[src/rtl/fifo_wr_arbiter_if.sv]
// Write-side bus shared by the two byte-stream requesters, the FIFO write port
// and the arbiter status outputs.
interface fifo_wr_arbiter_if #(
    parameter int DATA_WIDTH = 8
);
    logic                  req0;
    logic [DATA_WIDTH-1:0] data0;
    logic                  last0;
    logic                  ack0;
    logic                  req1;
    logic [DATA_WIDTH-1:0] data1;
    logic                  last1;
    logic                  ack1;
    logic                  wfull;
    logic                  winc;
    logic [DATA_WIDTH-1:0] wdata;
    logic [1:0]            gnt;
    logic                  busy;
    logic                  abort;

    modport master (
        output req0, data0, last0, req1, data1, last1, wfull,
        input  ack0, ack1, winc, wdata, gnt, busy, abort
    );

    modport slave (
        input  req0, data0, last0, req1, data1, last1, wfull,
        output ack0, ack1, winc, wdata, gnt, busy, abort
    );
endinterface

[src/rtl/fifo_wr_arbiter.sv]
// Frame-granular round-robin arbiter sharing one async-FIFO write port between
// two requesters; closes frames that stall too long or exceed MAX_FRAME words.
module fifo_wr_arbiter #(
    parameter int DATA_WIDTH = 8,
    parameter int MAX_FRAME  = 4,
    parameter int TIMEOUT    = 16
) (
    input  logic              i_wclk,
    input  logic              i_wrst,
    fifo_wr_arbiter_if.slave  bus
);
    localparam int CW = $clog2(MAX_FRAME + 1);
    localparam int IW = $clog2(TIMEOUT + 1);

    typedef enum logic [1:0] {IDLE, GRANT0, GRANT1} state_t;

    state_t          r_state, w_state_next;
    logic            r_ptr, w_ptr_next;
    logic [CW-1:0]   r_cnt, w_cnt_next, w_cnt_inc;
    logic [IW-1:0]   r_idle, w_idle_next, w_idle_inc;
    logic [1:0]      r_gnt;
    logic            r_busy;
    logic            r_abort, w_abort_next;
    logic            w_close;

    logic [1:0]            w_req;
    logic [1:0]            w_last;
    logic [DATA_WIDTH-1:0] w_data [2];
    logic                  w_sel;
    logic                  w_accept;
    logic [1:0]            w_ack;

    assign w_req     = {bus.req1, bus.req0};
    assign w_last    = {bus.last1, bus.last0};
    assign w_data[0] = bus.data0;
    assign w_data[1] = bus.data1;

    assign w_sel      = (r_state == GRANT1);
    assign w_accept   = (r_state != IDLE) & w_req[w_sel] & ~bus.wfull;
    assign w_cnt_inc  = r_cnt + 1'b1;
    assign w_idle_inc = r_idle + 1'b1;

    // Only the owner of the current frame can ever see an ack.
    generate
        for (genvar gi = 0; gi < 2; gi++) begin : g_ack
            assign w_ack[gi] = w_accept & (w_sel == 1'(gi));
        end
    endgenerate

    assign bus.ack0  = w_ack[0];
    assign bus.ack1  = w_ack[1];
    assign bus.winc  = w_accept;
    assign bus.wdata = w_accept ? w_data[w_sel] : '0;
    assign bus.gnt   = r_gnt;
    assign bus.busy  = r_busy;
    assign bus.abort = r_abort;

    always_comb begin
        w_state_next = r_state;
        w_ptr_next   = r_ptr;
        w_cnt_next   = r_cnt;
        w_idle_next  = r_idle;
        w_abort_next = 1'b0;
        w_close      = 1'b0;

        case (r_state)
            IDLE: begin
                w_cnt_next  = '0;
                w_idle_next = '0;
                if (w_req[0] & w_req[1])
                    w_state_next = r_ptr ? GRANT1 : GRANT0;
                else if (w_req[0])
                    w_state_next = GRANT0;
                else if (w_req[1])
                    w_state_next = GRANT1;
            end
            GRANT0, GRANT1: begin
                // A stalled-by-wfull word still counts as activity, never as idle.
                if (w_req[w_sel]) begin
                    w_idle_next = '0;
                    if (w_accept) begin
                        w_cnt_next = w_cnt_inc;
                        if (w_last[w_sel]) begin
                            w_close = 1'b1;
                        end else if (w_cnt_inc == CW'(MAX_FRAME)) begin
                            w_close      = 1'b1;
                            w_abort_next = 1'b1;
                        end
                    end
                end else begin
                    w_idle_next = w_idle_inc;
                    if (w_idle_inc == IW'(TIMEOUT)) begin
                        w_close      = 1'b1;
                        w_abort_next = 1'b1;
                    end
                end
            end
            default: w_state_next = IDLE;
        endcase

        if (w_close) begin
            w_state_next = IDLE;
            w_ptr_next   = ~w_sel;
            w_cnt_next   = '0;
            w_idle_next  = '0;
        end
    end

    always_ff @(posedge i_wclk or posedge i_wrst) begin
        if (i_wrst) begin
            r_state <= IDLE;
            r_ptr   <= 1'b0;
            r_cnt   <= '0;
            r_idle  <= '0;
            r_gnt   <= 2'b00;
            r_busy  <= 1'b0;
            r_abort <= 1'b0;
        end else begin
            r_state <= w_state_next;
            r_ptr   <= w_ptr_next;
            r_cnt   <= w_cnt_next;
            r_idle  <= w_idle_next;
            r_gnt   <= {w_state_next == GRANT1, w_state_next == GRANT0};
            r_busy  <= (w_state_next != IDLE);
            r_abort <= w_abort_next;
        end
    end
endmodule
[src/flat_wrapper.sv]
// flat-port wrapper written by rule: the top's interface ports become plain ports
module fifo_wr_arbiter_flat 
#(
    parameter int DATA_WIDTH = 8,
    parameter int MAX_FRAME  = 4,
    parameter int TIMEOUT    = 16
)
  (i_wclk, i_wrst, bus_req0, bus_data0, bus_last0, bus_req1, bus_data1, bus_last1, bus_wfull, bus_ack0, bus_ack1, bus_winc, bus_wdata, bus_gnt, bus_busy, bus_abort);
  fifo_wr_arbiter_if #(.DATA_WIDTH(DATA_WIDTH)) bus_i ();
  input  logic i_wclk;
  input  logic i_wrst;
  input wire logic [$bits(bus_i.req0)-1:0] bus_req0;
  input wire logic [$bits(bus_i.data0)-1:0] bus_data0;
  input wire logic [$bits(bus_i.last0)-1:0] bus_last0;
  input wire logic [$bits(bus_i.req1)-1:0] bus_req1;
  input wire logic [$bits(bus_i.data1)-1:0] bus_data1;
  input wire logic [$bits(bus_i.last1)-1:0] bus_last1;
  input wire logic [$bits(bus_i.wfull)-1:0] bus_wfull;
  output wire logic [$bits(bus_i.ack0)-1:0] bus_ack0;
  output wire logic [$bits(bus_i.ack1)-1:0] bus_ack1;
  output wire logic [$bits(bus_i.winc)-1:0] bus_winc;
  output wire logic [$bits(bus_i.wdata)-1:0] bus_wdata;
  output wire logic [$bits(bus_i.gnt)-1:0] bus_gnt;
  output wire logic [$bits(bus_i.busy)-1:0] bus_busy;
  output wire logic [$bits(bus_i.abort)-1:0] bus_abort;
  assign bus_i.req0 = bus_req0;
  assign bus_i.data0 = bus_data0;
  assign bus_i.last0 = bus_last0;
  assign bus_i.req1 = bus_req1;
  assign bus_i.data1 = bus_data1;
  assign bus_i.last1 = bus_last1;
  assign bus_i.wfull = bus_wfull;
  assign bus_ack0 = bus_i.ack0;
  assign bus_ack1 = bus_i.ack1;
  assign bus_winc = bus_i.winc;
  assign bus_wdata = bus_i.wdata;
  assign bus_gnt = bus_i.gnt;
  assign bus_busy = bus_i.busy;
  assign bus_abort = bus_i.abort;
  fifo_wr_arbiter #(.DATA_WIDTH(DATA_WIDTH), .MAX_FRAME(MAX_FRAME), .TIMEOUT(TIMEOUT)) u_core (.i_wclk(i_wclk), .i_wrst(i_wrst), .bus(bus_i));
endmodule
[config.mk]
export PLATFORM = sky130hd
export DESIGN_NAME = fifo_wr_arbiter_flat
export DESIGN_NICKNAME = d
export VERILOG_FILES = /design/src/rtl/fifo_wr_arbiter_if.sv /design/src/rtl/fifo_wr_arbiter.sv /design/src/flat_wrapper.sv
export SDC_FILE = /design/constraint.sdc
export NUM_CORES = 1
export LEC_CHECK = 0
export CAP_MARGIN = 20
export CELL_PAD_IN_SITES_DETAIL_PLACEMENT = 1
export CELL_PAD_IN_SITES_GLOBAL_PLACEMENT = 2
export CORE_ASPECT_RATIO = 1.2
export CORE_UTILIZATION = 26
export CTS_CLUSTER_SIZE = 10
export DETAILED_ROUTE_END_ITERATION = 10
export PLACE_DENSITY = 0.79
export REMOVE_ABC_BUFFERS = 1
export SLEW_MARGIN = 15
export SYNTH_ARGS = -nofsm -noshare
export SYNTH_HDL_FRONTEND = slang
export SYNTH_SLANG_ARGS = --single-unit
[constraint.sdc]
create_clock -name i_wclk -period 3.6 [get_ports i_wclk]
set_input_delay 0.72 -clock i_wclk [delete_from_list [all_inputs] [get_ports i_wclk]]
set_output_delay 0.72 -clock i_wclk [all_outputs]
set_load 0.05 [all_outputs]
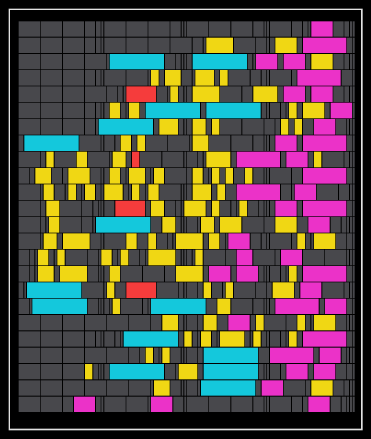
(run_1/cell_classes.png)
Drawn at 6 px/um. Fill, decap, tap and diode cells in grey.
clock drivers and dummy loads: drawn in red, cells 4, share of their area 3.0%. flip-flops: drawn in cyan, cells 15, share of their area 25%. other buffers and delay cells: drawn in magenta, cells 38, share of their area 32%. all other logic: drawn in yellow, cells 95, share of their area 40%.

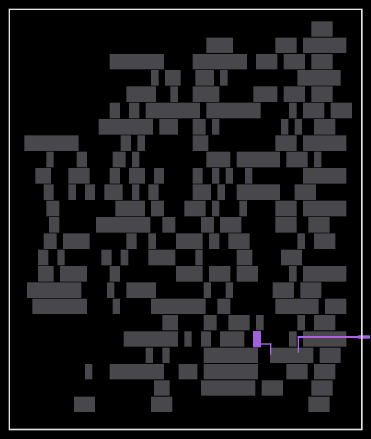
(run_1/port_nets.png)
Drawn at 6 px/um.
`bus_ack1`: drawn in purple, bits 1, direction output, edge east, end cells 1, buffers 1, wire 16.6 um.

==> summary.txt, run 1 <==
Synthesis and place-and-route results.

- The first global-routing pass estimated 4.84 mm of wire.
- In this run the static leakage power is 0.682 nW.
- The maximum clock skew at final layout is 0.00307 ns.
- The share of the core filled by cells before placement is 27.2%.
- The post-route clock period utilization is 86.8%.
- The final global-route overflow total is 0.
- The remaining number of nets flagged by the antenna check after routing is 0.
- The layout summary lists the proportion of cells stronger than drive strength 1 as 12.5%.
- The maximum number of buffers from clock root to sink is 2.
- The layer flagged by global routing as most heavily used is met2.
- In this run the vertical extent of the chip is 69.8 um.
- The minimum clock period after layout is 3.12 ns.
- The actual slew at the worst max-slew pin is 0.601 ns.
- Counting only logic cells after layout, the most numerous master is clkdlybuf4s50_1.
- Summed over all layers, the routed wires come to 2.77 mm.
- The total cells reported by yosys after synthesis is 114.
- The synthesized chip area reported by yosys is 996 um2.
- Post-synth the commonest register cell is dfrtp_1.
- The number of H-tree branching levels is 1.
- The detailed-routing iteration count for the pre-antenna-repair pass is 4.
- The die is 58.5 um wide.
- The flow ran to the end, and the final reports show no timing, DRC or antenna violations.
- The number of global-route vias before repair is 1089.
- After layout, the worst setup slack is 0.477 ns.
- The TritonCTS clock tree is built.
- The number of setup buffers added after CTS is 0.
- The clock-pin slew on the worst setup and hold paths is 0.06 ns.
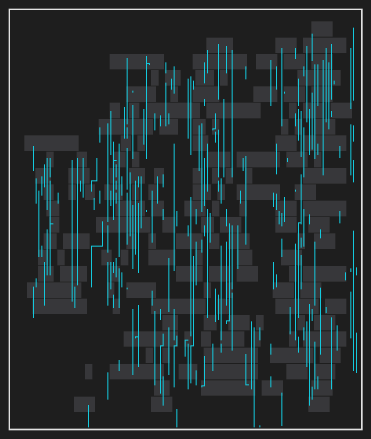
(run_1/met2.png)
Drawn at 6 px/um.
The wires run mostly vertical. The longest straight run is 23.5 um.

[run 1: power breakdown]
part | switching (mW) | internal (mW)
logic | 0.353 | 0.261
clock network | 0.0597 | 0.0785
registers | 0.0415 | 0.212
total | 0.454 | 0.551
[run 1: registers in the layout, summed over array words and instances (netlist names)]
signal	flops
u_core.bus.busy	1
u_core.r_ptr	1
u_core.r_state	2
u_core.bus.abort	1
u_core.bus.gnt	2
u_core.r_cnt	3
u_core.r_idle	5
[run 1: stage by stage]
| step | power, mW | hold WS (ns) | cell area (um2) | utilization, % |
|---|---|---|---|---|
| floorplan | 0.637 | 0.456 | 980 | - |
| global placement | 0.861 | 0.474 | 1530 | 41.8 |
| detailed placement | 0.878 | 0.474 | 1530 | 41.8 |
| CTS | 1.02 | 0.493 | 1580 | 43.1 |
| global route | 1.08 | 0.502 | 1580 | 43.1 |
| finish | 1.00 | 0.487 | 1580 | 43.1 |
[run 1: routing by layer]
layer / wire (um) / part of all wire (%) / up-vias
met3: 224 / 8.1 / 5
met4: 53 / 1.9 / 0
met5: 0 / 0 / -
met2: 1340 / 49 / 37
li1: - / - / 471
met1: 1150 / 41 / 471
[run 1: path summary, 6_finish.rpt]
path | from | end | depth (start not counted)
hold reg to reg | u_core.r_cnt[2] | u_core.r_cnt[2] | 1
hold / removal | u_core.r_cnt[2] | u_core.r_cnt[2] | 1
min in group asynchronous | i_wrst | u_core.r_idle[2] | 2
setup / recovery | bus_req1 | bus_wdata[7] | 5
max in group asynchronous | i_wrst | u_core.r_idle[0] | 2
setup reg to reg | u_core.r_state[0] | u_core.r_ptr | 7
[run 1: final cells by class]
cell class                      instances  area [um2]
Sequential cell                        15         375
Timing Repair Buffer                   38         488
Tap cell                               52        65.1
Fill cell                             459        2090
Inverter                                8        30.0
Multi-Input combinational cell         87         574
Clock buffer                            4        45.0
[run 1: cell families (layout without fill, tap and decap cells)]
| family | Yosys count | after routing | synth area share (%) |
|---|---|---|---|
| and+or+nand+nor | 47 | 47 | 23.1 |
| AOI/OAI and AO/OA | 22 | 22 | 14.4 |
| DFF | 15 | 15 | 37.7 |
| buffers and inverters | 12 | 50 | 4.65 |
| muxes | 11 | 11 | 11.3 |
| adders and majority gates | 7 | 7 | 8.79 |
[run 1: synth_stat cells (2+ instances only)]
cell type | count | area share [%]
nand3_1 | 4 | 2.0
nor3_1 | 3 | 1.5
dfrtp_1 | 15 | 38
inv_1 | 7 | 2.6
o21ai_1 | 4 | 2.0
or3_1 | 2 | 1.3
nand2_1 | 11 | 4.1
ha_1 | 7 | 8.8
nor2b_1 | 3 | 1.9
o2bb2ai_1 | 2 | 1.8
mux2i_1 | 9 | 9.0
nor2_1 | 17 | 6.4
o21ai_0 | 2 | 1.0
a21o_1 | 3 | 2.3
a21oi_1 | 4 | 2.0
a211oi_1 | 2 | 1.5
clkbuf_1 | 2 | 0.75
==> run 2, diff against run 1 <==
- CORE_ASPECT_RATIO: 1.2 -> 1.1
- CTS_CLUSTER_SIZE: 10 -> 12
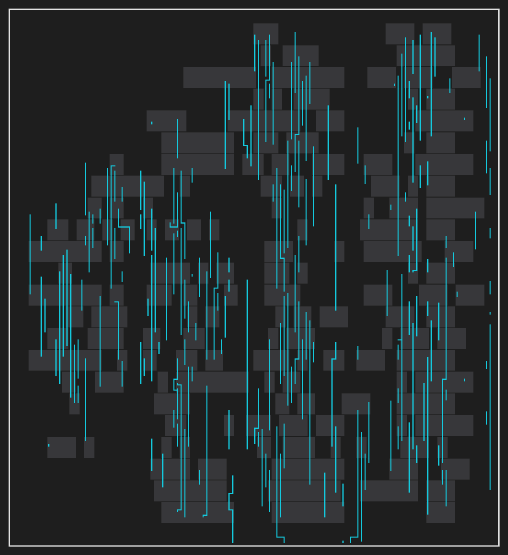
(run_2/met2.png)
Drawn at 8 px/um.
The layer carries 1320 um of wire. The longest straight run is 22.4 um. The wires run mostly vertical. The layer holds 48% of the routed length.
fraction of met2 tracks used by global routing: 26.9%
vias: 957
final wirelength: 2.73 mm

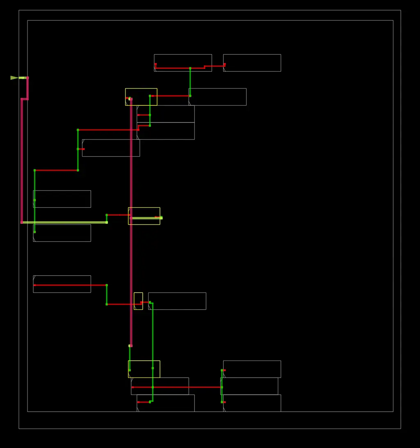
(run_2/final_clocks.png)
# clock sinks: 15
clk_buf instances: 4
number of buffers added by the clock tree synthesis step: 3
Clk Latency, worst-skew pair: 0.25 ns
count of sequential standard cells: 15

==> run 2 against run 1 <==
Against the previous run: wire length shrank 1.4%; total power shrank 0.11%; hold slack gained 0.013 ns; non-clock buffer count is the same; global-route usage shrank 0.51 points; cell count shrank 0.98%; clock skew shrank 0.0025 ns; count of clock-buffer cells in the layout is the same; core utilization is essentially flat; sequential share of layout area is essentially flat; synthesized area is the same; largest cell class unchanged; largest power group unchanged; highest routed layer unchanged.
==> summary.txt, run 2 <==
Synthesis and place-and-route results.

- The register with the most flip-flops in the final layout is u_core.r_idle.
- Leaving out fill and tap cells, the most frequent cell in the layout is clkdlybuf4s50_1.
- The synthesized chip area reported by yosys is 996 um2 (unchanged).
- The startpoint identified for the worst register-to-register timing path is u_core.r_state[0].
- The share of cells above drive strength 1 came to 12.5% (unchanged).
- The number of flip-flops in the largest register is 5 (unchanged).
- The biggest area contributor in the post-synthesis netlist is dfrtp_1.
- The final global-route overflow total is 0 (unchanged).
- The worst register-to-register path ends at u_core.r_ptr.
- The total cells reported by yosys after synthesis is 114 (unchanged).
- The share of the core filled by cells before placement is 27.3% (+0.065 points).
- The actual slew at the worst max-slew pin was 0.589 ns (-0.0114 ns).
- The number of global-route vias before repair is 1008 (-7.4%).
- Following the worst setup path forward leads to its endpoint at bus_wdata[3].
- The count of fill cells added during filler insertion is 432 (-5.9%).
- The number of placement rows is 23.
- The static power due to leakage came to 0.682 nW (unchanged).
- TritonCTS built the clock tree.
- The top cell type by instance count after synthesis is nor2_1.
- The synthesized-area fraction occupied by and/or/nand/nor cells is 23.1% (unchanged).
- The registers reported with the highest flop counts are u_core.r_idle: 5 flops, u_core.r_cnt: 3 flops.
- The first-pass GRT wire length was 4.44 mm (-8.3%).
- The maximum clock skew at final layout is 0.000552 ns (-0.00252 ns).
- According to the timing report, the critical path is launched from bus_req1.
- The top cell type's share of synthesized area came to 37.7% (unchanged).
- The flow ran to the end, and the final reports show no timing, DRC or antenna violations.
- The detailed-routing iteration count for the pre-antenna-repair pass is 3 (-1).
- The number of setup buffers added after CTS is 0 (unchanged).
- The power after layout came to 1.00 mW (-0.11%).
- The clock-pin slew on the worst setup and hold paths is 0.06 ns (about the same).
- The maximum number of buffers from clock root to sink is 2 (unchanged).
- The number of cells traversed by the worst hold path is 1 (unchanged).
- The area share of xor/xnor cells in the synthesized design is 0% (unchanged).
- The post-route clock period utilization was 87.2% (+0.45 points).
- The multiplexer fraction of the synthesized cell area came to 11.3% (unchanged).
- The remaining number of nets flagged by the antenna check after routing came to 0 (unchanged).
- The adder-cell share of the synthesized area came to 8.79% (unchanged).
- The depth of the worst register-to-register path is 7 (unchanged).
- The minimum clock period after layout is 3.14 ns (+0.0164 ns).
-- run 2: cell counts in the layout (fill, tap and decap cells not counted) --
No cell type changed its count.
-- run 2: how the worst min path moves through the flow --
| stage | slack (ns) | end |
|---|---|---|
| 6_report | 0.50 | u_core.r_cnt[2] |
| 5_1_grt | 0.51 | u_core.r_cnt[2] |
| 4_1_cts | 0.51 | u_core.r_cnt[2] |
| 3_5_place_dp | 0.50 | u_core.r_cnt[2] |
| 3_3_place_gp | 0.47 | u_core.r_cnt[2] |
| 2_1_floorplan | 0.46 | u_core.r_cnt[2] |
-- run 2: cells by family (layout without fill, tap and decap cells) --
| family | Yosys count | after routing |
|---|---|---|
| AND/OR/NAND/NOR | 47 | 47 |
| AND-OR/OR-AND | 22 | 22 |
| flip-flops | 15 | 15 |
| buffers and inverters | 12 | 50 |
| multiplexers | 11 | 11 |
| adder cells (fa/ha/maj) | 7 | 7 |
-- run 2: metrics by stage --
step	util, %	cell area (um2)	worst slack [ns]	instances	hold WS (ns)
after detailed placement	41.9	1530	0.437	198	0.496
after global placement	41.9	1530	0.495	198	0.475
final	43.1	1580	0.460	202	0.499
after floorplan	-	980	0.464	110	0.456
after CTS	43.1	1580	0.421	202	0.509
after global routing	43.1	1580	0.288	202	0.515
-- run 2: power breakdown --
group	internal, mW	leakage [nW]	switching (mW)
Sequential	0.212	0.197	0.0426
Clock	0.0785	0.0228	0.0576
Combinational	0.261	0.462	0.353
Total	0.551	0.682	0.453
-- run 2: area by class of cell --
cell class              instances  area [um2]  share of cell area [%]
flip-flops and latches         15         375                    23.8
repair buffers                 38         488                    31.0
multi-input cells              87         574                    36.5
inverters                       8        30.0                    1.91
well taps                      50        62.6                    3.97
clock buffers                   4        45.0                    2.86
-- run 2: routing by layer --
metal	wire [um]	up-vias	GRT usage, %
met3	228	5	2.91
li1	-	472	-
met1	1110	443	15.6
met4	63	0	8.52
met5	0	-	0
met2	1320	37	26.9
Power and IR drop assume default switching activity.
